### src/rtl/mem_loader_pkg.sv
// Shared sizing and state encoding for the input-memory frame loader.
package mem_loader_pkg;

    localparam int DEPTH = 2500;
    localparam int AW    = 14;
    localparam int DW    = 8;

    localparam logic [1:0] ST_IDLE = 2'd0;
    localparam logic [1:0] ST_LOAD = 2'd1;
    localparam logic [1:0] ST_SCAN = 2'd2;
    localparam logic [1:0] ST_DONE = 2'd3;

endpackage

### src/rtl/mem_loader.sv
// Frame loader: streams DEPTH bytes into the input memory, then hands off to the scan engine.
//
// state   | meaning
// --------+-----------------------------------------------------------
// ST_IDLE | after reset, waiting for go
// ST_LOAD | accepting upstream bytes and writing them to the memory
// ST_SCAN | frame complete, start held high until finish
// ST_DONE | scan finished, waiting for go to load the next frame
module mem_loader #(
    parameter int DEPTH = mem_loader_pkg::DEPTH,
    parameter int AW    = mem_loader_pkg::AW,
    parameter int DW    = mem_loader_pkg::DW
) (
    input  logic          clk,
    input  logic          rst,
    input  logic          go,
    input  logic          in_valid,
    input  logic [DW-1:0] in_data,
    output logic          in_ready,
    output logic          we,
    output logic [AW-1:0] ws,
    output logic [DW-1:0] wd,
    output logic          start,
    input  logic          finish,
    output logic          busy,
    output logic          done,
    output logic [AW-1:0] count
);
    import mem_loader_pkg::*;

    localparam logic [AW-1:0] FRAME_LEN = AW'(DEPTH);

    logic [1:0] state;
    logic       accept;

    // Ready drops as soon as the frame is full, so count can never pass DEPTH.
    assign in_ready = (state == ST_LOAD) && (count < FRAME_LEN);
    assign accept   = in_valid && in_ready;
    assign busy     = (state == ST_LOAD) || (state == ST_SCAN);
    assign done     = (state == ST_DONE);

    always_ff @(posedge clk or negedge rst) begin
        if (!rst) begin
            state <= ST_IDLE;
            count <= '0;
            we    <= 1'b0;
            ws    <= '0;
            wd    <= '0;
            start <= 1'b0;
        end else begin
            we <= accept;
            if (accept) begin
                ws    <= count;
                wd    <= in_data;
                count <= count + 1'b1;
            end

            case (state)
                ST_IDLE, ST_DONE: begin
                    if (go) begin
                        state <= ST_LOAD;
                        count <= '0;
                    end
                end
                // Leaving one cycle after the last accept lets the final write land before start.
                ST_LOAD: begin
                    if (count == FRAME_LEN) begin
                        state <= ST_SCAN;
                        start <= 1'b1;
                    end
                end
                ST_SCAN: begin
                    if (finish) begin
                        state <= ST_DONE;
                        start <= 1'b0;
                    end
                end
                default: state <= ST_IDLE;
            endcase
        end
    end

endmodule

### config.mk
export PLATFORM = sky130hd
export DESIGN_NAME = mem_loader
export DESIGN_NICKNAME = d
export VERILOG_FILES = /design/src/rtl/mem_loader_pkg.sv /design/src/rtl/mem_loader.sv
export SDC_FILE = /design/constraint.sdc
export NUM_CORES = 1
export LEC_CHECK = 0
export ABC_CLOCK_PERIOD_IN_PS = 4000
export CORE_ASPECT_RATIO = 0.75
export CORE_MARGIN = 2
export CORE_UTILIZATION = 25
export CTS_CLUSTER_SIZE = 14
export DETAILED_ROUTE_END_ITERATION = 16
export HOLD_SLACK_MARGIN = 0.15
export SKIP_CTS_REPAIR_TIMING = 1
export SLEW_MARGIN = 10
export SYNTH_ARGS = -nofsm -noshare
export SYNTH_HDL_FRONTEND = slang
export SYNTH_SLANG_ARGS = --single-unit
### constraint.sdc
create_clock -name clk -period 4 [get_ports clk]
set_clock_uncertainty 0.15 [all_clocks]
set_input_delay 1.2 -clock clk [delete_from_list [all_inputs] [get_ports clk]]
set_output_delay 1.2 -clock clk [all_outputs]
set_load 0.01 [all_outputs]
Run 1, routed metal, one color a layer:
(6 px per µm) Two of the layers only.
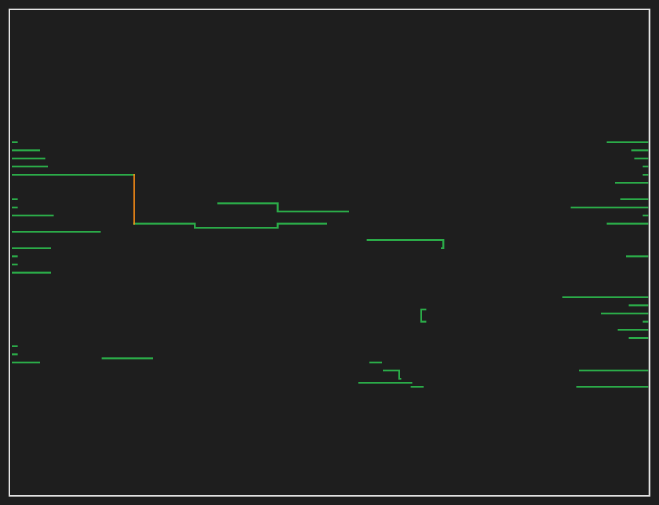
legend:
  met4:
    color: orange
    wire_length: 8.20 µm
  met3:
    color: green
    wire_length: 279 µm

Run 1, nets reached from selected ports:
(4 px per µm)
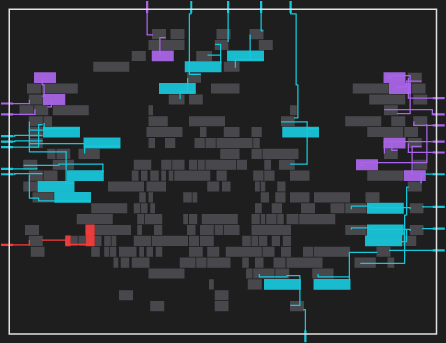
legend:
  `ws`:
    color: cyan
    bits: 14
    direction: output
    end_cells: 14
    buffers: 14
    wire: 412 µm
  `in_data`:
    color: purple
    bits: 8
    direction: input
    end_cells: 8
    buffers: 8
    wire: 157 µm
  `finish`:
    color: red
    bits: 1
    direction: input
    end_cells: 3
    buffers: 1
    wire: 22.9 µm

Run 1, clock wiring as the flow saved it:
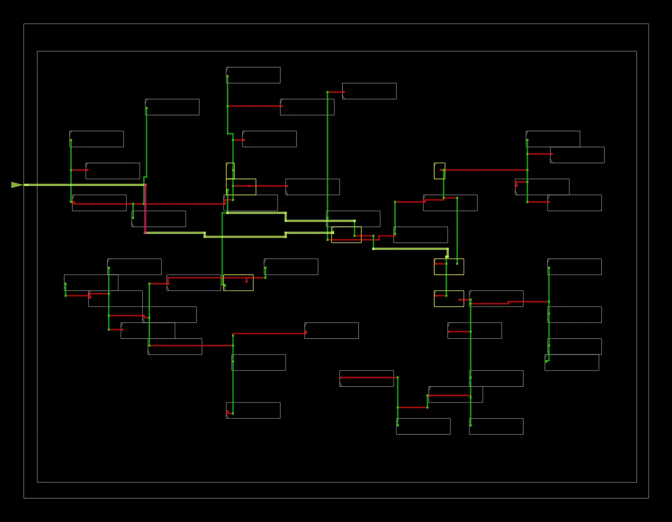
CTS buffer count: 5
clk_lat worst skew: 280 ps

Run 1, met2 routing:
(4 px per µm) Cells faint in the background.
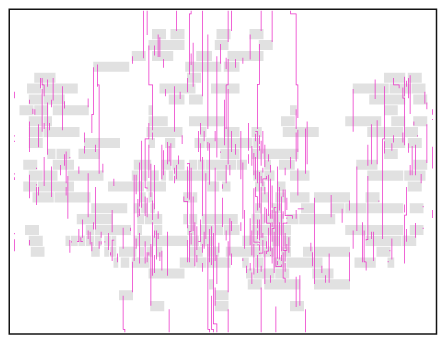
wire length on this layer: 1990 µm
share of all routed wire: 43%
nets with wire on the layer: 205

run 1: final timing paths:
path / from / to / slack [ps] / cells past startpoint
setup / recovery: state[1] / in_ready / 430 / 6
hold / removal: ws[12] / ws[12] / 360 / 1
setup reg to reg: state[1] / ws[6] / 1580 / 8
hold reg to reg: ws[12] / ws[12] / 360 / 1
max in group asynchronous: rst / ws[12] / 2240 / 1
min in group asynchronous: rst / wd[3] / 900 / 1
run 1: critical path, delay by kind of cell, from the launching register on:
family	cells	cell delay [ps]
fa+ha+maj	1	180
simple gates	1	350
flops	1	410
compound gates	1	290
buf+inv	3	710
run 1: power by group through the flow:
stage / clock network, mW / logic [mW] / registers, mW
after floorplan: 0 / 0.303 / 0.569
after global routing: 0.286 / 0.643 / 0.553
after detailed placement: 0 / 0.595 / 0.542
final: 0.251 / 0.589 / 0.537
after CTS: 0.264 / 0.597 / 0.539
after global placement: 0 / 0.597 / 0.541
run 1: registers in the layout, indices dropped and copies added (netlist names):
name and count:
wd 8, state 2, start 1, we 1, ws 14, count 14
run 1: cells by family after synthesis:
| group | after synthesis | synth area share (%) |
|---|---|---|
| compound gates | 33 | 10.6 |
| fa+ha+maj | 5 | 3.18 |
| buf+inv | 12 | 3.18 |
| flops | 40 | 50.9 |
| mux | 20 | 14.5 |
| simple gates | 49 | 17.7 |
run 1: routing by layer:
metal,vias to the layer above,wire length [µm],GRT usage (%)
li1,701,-,-
met2,52,1990,17.3
met4,0,8,2.21
met3,2,279,3.69
met5,-,0,0
met1,733,2350,15.9
run 1: area by class of cell:
cell class	count	area [µm²]	share of cell area, %
clock buffer	6	72.6	2.69
clock inverter	1	5.00	0.185
multi-input combinational	107	905	33.5
timing repair buffer	57	568	21.0
tap	101	126	4.68
inverter	6	22.5	0.834
sequential	40	1000	37.1
run 1: layout by cell type, fill, tap and decap left out, types with 2 or more instances in the layout:
cell             synthesis  routed
ha_1                     5       5
nor4_1                   3       3
and3_1                   3       3
nor2b_1                  3       3
o21a_1                   3       3
and2_1                   4       4
clkdlybuf4s50_1          0      52
mux2_2                   4       4
clkbuf_8                 0       5
inv_1                    6       6
o31ai_1                  5       5
o31a_1                   2       2
or4_1                    5       5
mux2_4                  16      16
o21ai_0                  9       9
o21ai_1                  2       2
a21oi_1                  8       8
and4_1                   2       2
dfrtp_1                 40      40
nand4_1                  3       3
nand2_1                  9       9
or3_1                    3       3
buf_4                    0       3
nand3_1                  4       4
==> reports/metrics.yaml, run 1 <==
finalHoldWorstSlack_ps: 356
dp_worst_setup_slack_ps: 729
antenna_found_initial: 0
wl_um: 4630
hold_violations: 0
vias: 1488
numPortBuffers: 53
fp_util_pct: 26.2
cp_common_cell: "inv_1"
via_per_inst: 4.68
status: "complete, no violations"
drive_above_1_share_pct: 16.6
dp_cells: 311
hpwl_um: 3260
start_kind: "register"
power.density_nw_per_um2: 510
drv_cap: 0
rows: 27
hold_path_class: "register to register"
cts_tree: "built"
async_flop_share_pct: 100
power.internal_mw: 0.926
p_sw_mw: 0.452
ys_cells: 159
p_total_mw: 1.38
p_clk_share_pct: 18.2
grt_pass1_wl_um: 7690
area_growth_pct: 37.2
min_period_over_period_pct: 89.2
drt-pass1-iter-count: 4
edf_count: 0
drt_iter0_drc: 87
ys_area_um2: 1970
placed_cell_area_um2: 2620
stdcell_area_um2: 2700
track_usage_pct: 11.4
clk_path_buf_depth: 2
final_util_pct: 36.0
worstPathRequired_ps: 2650
core_area_um2: 7500
root_buffer: "clkbuf_8"
cp_slowest_cell: "clkdlybuf4s50_1"
chipWidth_um: 106
tool_warnings: 29
final_cells: 318
fillers: 755
wl_per_cell_um: 14.6
top_area_share_pct: 50.9
place.gp.congestion: 0.746
p_comb_share_pct: 42.8
synth_nets: 177
grt_start_max_net_pins: 41
worstPathCellList: "inv_1 -> ha_1 -> nor3b_1 -> o311ai_0 -> inv_1 -> clkdlybuf4s50_1"
grt_pass1_vias: 1510
period_minus_slack_ps: 3570
tns_ps: 0
endpoint_kind: "primary output"
ant_nets: 0
route.detailed.drc: 0
yosys_warnings: 0
ios: 54
grt.overflow.total: 0
vdd_ir_drop_max_v: 0.000285
cts.sinks: 40
clkTransAtPathRegs_ps: 80
final_max_slew_viol_count: 0
rsz0062_at_grt: "false"
worstPathMaxFanout: 4
cts-htree-levels: 2
dieArea_um2: 8610
p_sw_share_pct: 32.8
critPathArrivalTime_ps: 2220
power.leakage_nw: 1.14
top_area_cell: "dfrtp_1"
critical-path-max-stage-delay_ps: 530
top_cells_by_area: "dfrtp_1 (51%), mux2_4 (12%), ha_1 (3.2%), o21ai_0 (2.3%), mux2_2 (2.3%)"
yosys_most_used_dff: "dfrtp_1"
==> inputs of run 2 (changes only) <==
--- a/config.mk
+++ b/config.mk
@@ -9,3 +9,3 @@
 export CORE_ASPECT_RATIO = 0.75
-export CORE_MARGIN = 2
+export CORE_MARGIN = 1
 export CORE_UTILIZATION = 25
==> constraint.sdc (replaced) <==
create_clock -name clk -period 4 [get_ports clk]
set_clock_uncertainty 0.15 [all_clocks]
set_input_delay 0.8 -clock clk [delete_from_list [all_inputs] [get_ports clk]]
set_output_delay 0.8 -clock clk [all_outputs]
set_load 0.01 [all_outputs]
Run 2, routed metal, one color a layer:
(6 px per µm) Two of the layers only.
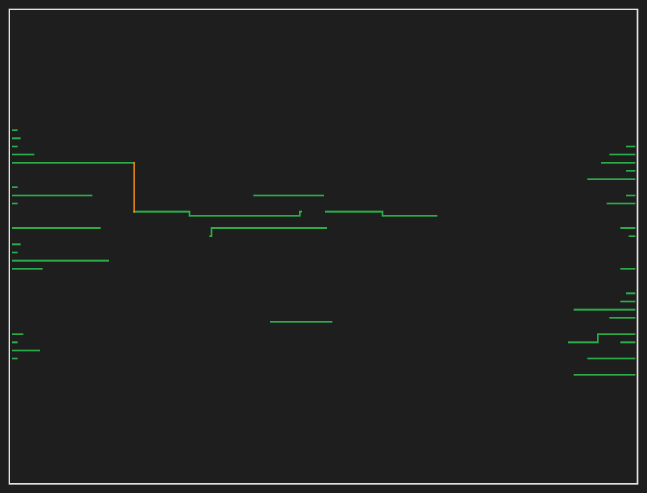
legend:
  met3:
    color: green
    wire_length: 256 µm
  met4:
    color: orange
    wire_length: 8.20 µm
WL final: 4420 µm
gr usage total: 11.9%
via count of the routed design: 1452
per-cell routed wire length: 14.0 µm

Run 2, met2 routing:
(4 px per µm) Cells faint in the background.
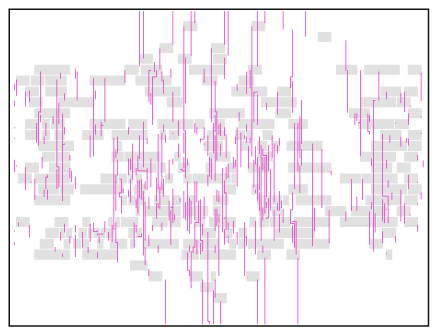
main direction: vertical
nets with wire on the layer: 197
met2 Resource Use GR: 17.4%

==> run 2 against run 1 <==
Synthesized area unchanged. Cell count is 0.94% lower. Clock-buffer cell count is the same. Maximum frequency up 12%. Die size decreased by 4.3%. Register-to-register slack got worse by 410 ps. First-iteration DRC count is 37% higher. Clock power about the same. Critical path depth decreased by 2. Global-route usage rose by 0.52 points. Core utilization fell by 0.31 points. Worst hold slack gained 3.6 ps. Largest cell class unchanged. Largest power group unchanged.
==> reports/metrics.yaml, run 2 <==
antenna_found_initial: 0  # unchanged
status: "complete, no violations"
rsz0062_at_grt: "false"
hpwl_um: 3000  # -8.2%
worstPathCellList: "nand4bb_4 -> o311ai_0 -> inv_1 -> clkdlybuf4s50_1"
worstPathRequired_ps: 3050  # +400 ps
chipWidth_um: 104  # -1.9%
fin_ws_ps: 802
critPathArrivalTime_ps: 2250  # +30 ps
endpoint_kind: "primary output"
final_max_slew_viol_count: 0  # unchanged
yosys_most_used_dff: "dfrtp_1"
power.leakage_nw: 1.12  # -1.6%
fin_nets: 232
drt-pass1-iter-count: 4  # unchanged
period_minus_slack_ps: 3200  # -369 ps
route.detailed.drc: 0  # unchanged
synth_nets: 177  # unchanged
vdd_ir_drop_max_v: 0.000216  # -24%
top_area_share_pct: 50.9  # unchanged
root_buffer: "clkbuf_8"
ant_nets: 0  # unchanged
dieArea_um2: 8240  # -4.3%
dp_worst_setup_slack_ps: 844  # +116 ps
ys_cells: 159  # unchanged
drt_iter0_drc: 119  # +37%
critical-path-max-stage-delay_ps: 570  # +40 ps
ys_area_um2: 1970  # unchanged
tns_ps: 0  # unchanged
grt_pass1_wl_um: 7830  # +1.9%
setup_violations: 0
yosys_warnings: 0  # unchanged
top_regs: "count x14, ws x14, wd x8"
placed_cell_area_um2: 2590  # -1.3%
holdCritStartpoint: "wd[3]"
via_per_inst: 4.61  # -1.5%
hold_violations: 0  # unchanged
ios: 54  # unchanged
top_area_cell: "dfrtp_1"
cts_tree: "built"
n_antenna_cell: 0
min_period_over_period_pct: 80.0  # -9.2 points
clock_latency_ps: 290  # about the same
synthCells: 159
dp_cells: 308  # -0.96%
layout_top_cell: "clkdlybuf4s50_1"
cp_slowest_cell: "o311ai_0"
drv_cap: 0  # unchanged
stdcell_area_um2: 2670  # -1.3%
top_cells_by_area: "dfrtp_1 (51%), mux2_4 (12%), ha_1 (3.2%), o21ai_0 (2.3%), mux2_2 (2.3%)"
die_h_um: 78.8
final_cell_mix: "clkdlybuf4s50_1 (52), dfrtp_1 (40), mux2_4 (16)"
cp-startpoint: "count[9]"
drive_above_1_share_pct: 15.4  # -1.2 points
grt_pass1_vias: 1533  # +1.5%
power.density_nw_per_um2: 510  # about the same
core_area_um2: 7470  # -0.45%
start_kind: "register"
edf_count: 0  # unchanged
clkTransAtPathRegs_ps: 80  # about the same
rows: 27  # unchanged
final_cells: 315  # -0.94%
grt_start_max_net_pins: 41  # unchanged
top_cell: "dfrtp_1"
numPortBuffers: 53  # unchanged
worstPathMaxFanout: 8  # +4
cts.sinks: 40  # unchanged
cts-htree-levels: 2  # unchanged
max-slew-margin-rel_pct: 40.5
hold_path_class: "register to register"
r2r_start: "state[1]"
cts_made_buffers: 5  # unchanged
tool_warnings: 29  # unchanged
fp_util_pct: 26.4  # +0.12 points
async_flop_share_pct: 100  # unchanged
grt.overflow.total: 0  # unchanged
area_growth_pct: 35.4
clk_path_buf_depth: 2  # unchanged
place.gp.congestion: 0.772  # +3.5%
Run 2, layout detail:
Region (68, 49) to (88, 69) µm. Cells in gray, sequential cells in the stronger gray; small squares are vias.
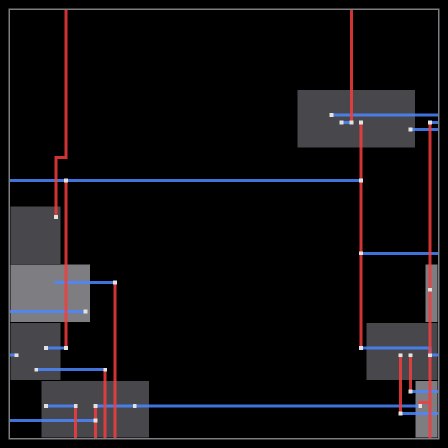
legend:
  met2:
    color: red
  met1:
    color: blue
most frequent: mux2_4 (2)
cells with their middle in the window: 5
sequential cells in the window: 0

[run 2: cell counts after synthesis]
Identical to the previous run, type by type.
[run 2: cells by family after synthesis]
kind of cell	count (synthesis)	synth area share [%]
compound gates	33	10.6
fa+ha+maj	5	3.18
buf+inv	12	3.18
flops	40	50.9
mux	20	14.5
simple gates	49	17.7
[run 2: per-stage QoR]
| stage | util, % | hold slack (ps) | total power [mW] |
|---|---|---|---|
| floorplan | - | 354 | 0.871 |
| global placement | 34.7 | 336 | 1.12 |
| detailed placement | 34.7 | 334 | 1.12 |
| CTS | 35.7 | 359 | 1.38 |
| global route | 35.7 | 374 | 1.47 |
| finish | 35.7 | 359 | 1.36 |
[run 2: critical path, delay by kind of cell, from the launching register on]
family	cells	cell delay, ps
buffers and inverters	2	580
AND-OR/OR-AND	1	570
flip-flops	1	490
AND/OR/NAND/NOR	1	320
[run 2: area by class of cell]
type	count	area [µm²]
inverter	6	22.5
clock buffer	6	72.6
tap	101	126
clock inverter	1	5.00
fill	749	4800
sequential	40	1000
multi-input combinational	107	905
timing repair buffer	54	533
[run 2: routing by layer]
metal  part of all wire, %  GRT usage, %  wire, µm  vias to the layer above
li1                      -             -         -                      695
met1                    52          16.8      2310                      712
met2                    42          17.4      1840                       43
met3                   5.8          4.02       255                        2
met4                  0.18          2.57         8                        0
met5                     0             0         0                        -
[run 2: worst paths after layout]
kind,endpoint,slack [ps],depth (start not counted)
max in group asynchronous,ws[2],2660,1
worst min register to register,wd[3],360,1
worst min-delay path,wd[3],360,1
worst max register to register,ws[4],1170,6
min in group asynchronous,count[12],490,1
worst max-delay path,in_ready,800,4
[run 2: power by group]
group          switching [mW]  internal (mW)  total (mW)  leakage, nW
combinational           0.257          0.314       0.571        0.551
clock                   0.132          0.119       0.251       0.0410
sequential             0.0561          0.482       0.538        0.530
total                   0.445          0.915        1.36         1.12
No activity file was given, so power comes from the tool's default toggle rates.
